==> images/route_heat.png <==
14 x 14 tiles, from black (low) to pale yellow (high), scaled to the fullest tile. Values are wire area over tile area, all layers added.
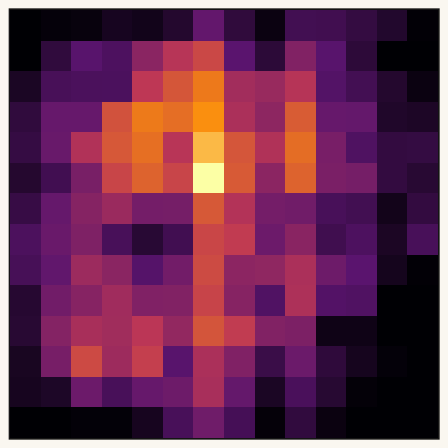
==> images/port_trees.png <==
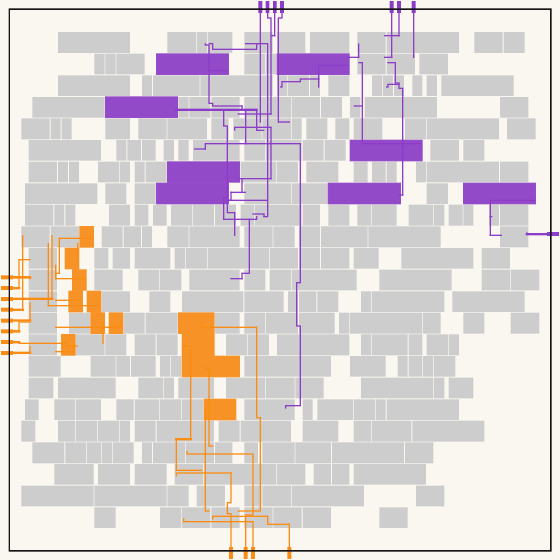
## config.mk

```make
export PLATFORM = sky130hd
export DESIGN_NAME = sr_flag_arbiter_flat
export DESIGN_NICKNAME = d
export VERILOG_FILES = /design/src/rtl/sr_flag_arbiter_if.sv /design/src/rtl/sr_flag_arbiter.sv /design/src/flat_wrapper.sv
export SDC_FILE = /design/constraint.sdc
export NUM_CORES = 1
export LEC_CHECK = 0
export CAP_MARGIN = 20
export CORE_UTILIZATION = 44
export CTS_CLUSTER_DIAMETER = 100
export CTS_CLUSTER_SIZE = 16
export DETAILED_ROUTE_END_ITERATION = 10
export PLACE_DENSITY = 0.77
export SYNTH_ARGS = -nofsm -noshare
export SYNTH_HDL_FRONTEND = slang
export SYNTH_SLANG_ARGS = --single-unit
```

## constraint.sdc

```tcl
create_clock -name clk -period 2.6 [get_ports clk]
set_input_delay 0.52 -clock clk [delete_from_list [all_inputs] [get_ports clk]]
set_output_delay 0.52 -clock clk [all_outputs]
set_load 0.05 [all_outputs]
```

## src/rtl/sr_flag_arbiter_if.sv

```systemverilog
// Requester-side handshake bundle for sr_flag_arbiter: per-requester command
// inputs plus the registered one-hot grant returned by the arbiter.
interface sr_flag_arbiter_if #(
    parameter int unsigned NREQ = 4,
    parameter int unsigned IDXW = 3
);
    logic [NREQ-1:0]      req;
    logic [NREQ-1:0]      req_op;
    logic [NREQ*IDXW-1:0] req_idx;
    logic [NREQ-1:0]      gnt;

    modport master (
        output req,
        output req_op,
        output req_idx,
        input  gnt
    );

    modport slave (
        input  req,
        input  req_op,
        input  req_idx,
        output gnt
    );
endinterface

```

## src/rtl/sr_flag_arbiter.sv

```systemverilog
// Round-robin arbiter that shares a bank of clocked SR flags between requesters,
// pulsing exactly one s or r line at a time and skipping commands the shadow shows as no-ops.
module sr_flag_arbiter #(
    parameter int unsigned NREQ  = 4,
    parameter int unsigned NFLAG = 8,
    parameter int unsigned IDXW  = 3,
    parameter int unsigned PW    = 1
) (
    input  logic             clk,
    input  logic             rst_n,
    sr_flag_arbiter_if.slave bus,
    output logic [NFLAG-1:0] s_out,
    output logic [NFLAG-1:0] r_out,
    output logic [NFLAG-1:0] q_shadow,
    output logic             busy
);
    localparam int unsigned RRW = (NREQ > 1) ? $clog2(NREQ) : 1;

    typedef enum logic {
        IDLE,
        DRIVE
    } state_e;

    state_e            state_q, state_d;
    logic [RRW-1:0]    rr_q, rr_d;
    logic [3:0]        cnt_q, cnt_d;
    logic [NREQ-1:0]   gnt_q, gnt_d;
    logic [NFLAG-1:0]  s_q, s_d;
    logic [NFLAG-1:0]  r_q, r_d;
    logic [NFLAG-1:0]  shadow_q, shadow_d;

    logic [IDXW-1:0]   idx_arr [NREQ];
    logic              found;
    logic [RRW-1:0]    win;
    logic [IDXW-1:0]   win_idx;
    logic              win_op;
    logic              effective;

    always_comb begin
        for (int unsigned k = 0; k < NREQ; k++) begin
            idx_arr[k] = bus.req_idx[k*IDXW +: IDXW];
        end
    end

    // Two passes avoid a modulo: first requesters at or above the pointer,
    // then wrap to the lowest requester below it.
    always_comb begin
        found = 1'b0;
        win   = '0;
        for (int unsigned k = 0; k < NREQ; k++) begin
            if (!found && bus.req[k] && (RRW'(k) >= rr_q)) begin
                found = 1'b1;
                win   = RRW'(k);
            end
        end
        for (int unsigned k = 0; k < NREQ; k++) begin
            if (!found && bus.req[k]) begin
                found = 1'b1;
                win   = RRW'(k);
            end
        end
    end

    always_comb begin
        win_idx   = idx_arr[win];
        win_op    = bus.req_op[win];
        effective = (32'(win_idx) < NFLAG) && (shadow_q[win_idx] != win_op);
    end

    always_comb begin
        state_d  = state_q;
        rr_d     = rr_q;
        cnt_d    = cnt_q;
        gnt_d    = '0;
        s_d      = s_q;
        r_d      = r_q;
        shadow_d = shadow_q;

        case (state_q)
            IDLE: begin
                s_d = '0;
                r_d = '0;
                if (found) begin
                    gnt_d[win] = 1'b1;
                    rr_d       = (32'(win) == NREQ - 1) ? '0 : win + RRW'(1);
                    if (effective) begin
                        state_d           = DRIVE;
                        cnt_d             = 4'(PW - 1);
                        shadow_d[win_idx] = win_op;
                        if (win_op) begin
                            s_d[win_idx] = 1'b1;
                        end else begin
                            r_d[win_idx] = 1'b1;
                        end
                    end
                end
            end
            DRIVE: begin
                if (cnt_q == '0) begin
                    s_d     = '0;
                    r_d     = '0;
                    state_d = IDLE;
                end else begin
                    cnt_d = cnt_q - 4'd1;
                end
            end
            default: begin
                state_d = IDLE;
                s_d     = '0;
                r_d     = '0;
            end
        endcase
    end

    always_ff @(posedge clk or negedge rst_n) begin
        if (!rst_n) begin
            state_q  <= IDLE;
            rr_q     <= '0;
            cnt_q    <= '0;
            gnt_q    <= '0;
            s_q      <= '0;
            r_q      <= '0;
            shadow_q <= '0;
        end else begin
            state_q  <= state_d;
            rr_q     <= rr_d;
            cnt_q    <= cnt_d;
            gnt_q    <= gnt_d;
            s_q      <= s_d;
            r_q      <= r_d;
            shadow_q <= shadow_d;
        end
    end

    assign bus.gnt  = gnt_q;
    assign s_out    = s_q;
    assign r_out    = r_q;
    assign q_shadow = shadow_q;
    assign busy     = (state_q == DRIVE);
endmodule

```

## src/flat_wrapper.sv

```systemverilog
// flat-port wrapper written by rule: the top's interface ports become plain ports
module sr_flag_arbiter_flat 
#(
    parameter int unsigned NREQ  = 4,
    parameter int unsigned NFLAG = 8,
    parameter int unsigned IDXW  = 3,
    parameter int unsigned PW    = 1
)
  (clk, rst_n, s_out, r_out, q_shadow, busy, bus_req, bus_req_op, bus_req_idx, bus_gnt);
  sr_flag_arbiter_if #(.NREQ(NREQ), .IDXW(IDXW)) bus_i ();
  input  logic clk;
  input  logic rst_n;
  output logic [NFLAG-1:0] s_out;
  output logic [NFLAG-1:0] r_out;
  output logic [NFLAG-1:0] q_shadow;
  output logic busy;
  input wire logic [$bits(bus_i.req)-1:0] bus_req;
  input wire logic [$bits(bus_i.req_op)-1:0] bus_req_op;
  input wire logic [$bits(bus_i.req_idx)-1:0] bus_req_idx;
  output wire logic [$bits(bus_i.gnt)-1:0] bus_gnt;
  assign bus_i.req = bus_req;
  assign bus_i.req_op = bus_req_op;
  assign bus_i.req_idx = bus_req_idx;
  assign bus_gnt = bus_i.gnt;
  sr_flag_arbiter #(.NREQ(NREQ), .NFLAG(NFLAG), .IDXW(IDXW), .PW(PW)) u_core (.clk(clk), .rst_n(rst_n), .bus(bus_i), .s_out(s_out), .r_out(r_out), .q_shadow(q_shadow), .busy(busy));
endmodule
```

==> results.yml <==
# yosys + openroad results
synth:
  syn-cell-area_um2: 1917
  share_of_cell_area_taken_by_muxes_after_synthesis_pct: 2.937
  synth.yosys.num_cells: 192
  ys.warnings.count: 0
  async_flop_share_pct: 100.0
  synth.largest_area_cell: "sky130_fd_sc_hd__dfrtp_1"
power:
  power.share.sequential_pct: 20.2
  power.combinational.fraction_pct: 68.5
  cellPowerDensity_nw_per_um2: 1339
  swShare_pct: 47.81
  power_mw: 4.193
  p_int_mw: 2.188
finish:
  fillerInstances: 272
  regArea_um2: 875.8
  n_antenna_cell: 0
  syn_to_final_growth_pct: 63.32
  multi_input_comb_area_um2: 1160
  final_util_pct: 76.61
  drive_gt1_share_pct: 36.70
final_timing:
  totalNegativeSetupSlack_ns: -0.2924
  clock-skew-final_ns: 0.007570
  final-setup-viol-count: 10
  final_critical_path_setup_slack_ns: -0.08508
  rsz0062_at_grt: "yes"
  report.final.slew_viol_count: 0
detailed_routing:
  count_of_nets_left_with_antenna_violations_after_detail_routing: 0
  first_pass_iters: 4
  routedWlPerCell_um: 15.66
  num_vias: 1859
status:
  violations: "negative setup slack"
  outcome: "complete, but fails checks"
worst_setup_path:
  timing.reg2reg.worst_path_depth: 12
  timing.critical_path.fanout_max: 6
  critical_path.startpoint: "u_core.rr_q[0]"
  cp-start-kind: "register"
  total_buffers_and_inverters_traversed_by_the_critical_path: 3
clock_tree:
  worstSkewPairLatency_ns: 0.29
  tritoncts: "done"
  cts_post_setup_buffers_inserted: 5
-- route_heat.png (at the start) --
emptiest ninth of the die = bottom right
nearly empty tiles = 12%
fullest tile = 0.69
tiles over half the peak = 14%

-- port_trees.png (at the start) --
bus_req_idx -> orange  # bits 12, direction input, end cells 12, buffers 12, wire 245 um
q_shadow -> purple  # bits 8, direction output, end cells 8, buffers 8, wire 314 um
num ports: 51
Port Buf Inserts: 50

## routing by layer
metal / vias up / track usage (%) / part of all wire (%)
li1: 903 / - / -
met5: - / 0 / 0
met2: 65 / 40.81 / 49
met3: 9 / 4.500 / 4.4
met4: 0 / 8.854 / 2.0
met1: 882 / 32.38 / 45
## cell type report
type / instances / share of cell area, %
inverters: 10 / 1.199
multi-input cells: 143 / 37.05
well taps: 50 / 1.998
flip-flops and latches: 35 / 27.98
repair buffers: 102 / 28.50
clock inverters: 1 / 0.9592
clock buffers: 6 / 2.318
## flip-flops by register name (all words and copies together) (netlist names)
register / count
u_core.cnt_q: 4
u_core.bus.gnt: 4
u_core.busy: 1
u_core.s_out: 8
u_core.q_shadow: 8
u_core.r_out: 8
u_core.rr_q: 2
Power and IR drop assume default switching activity.
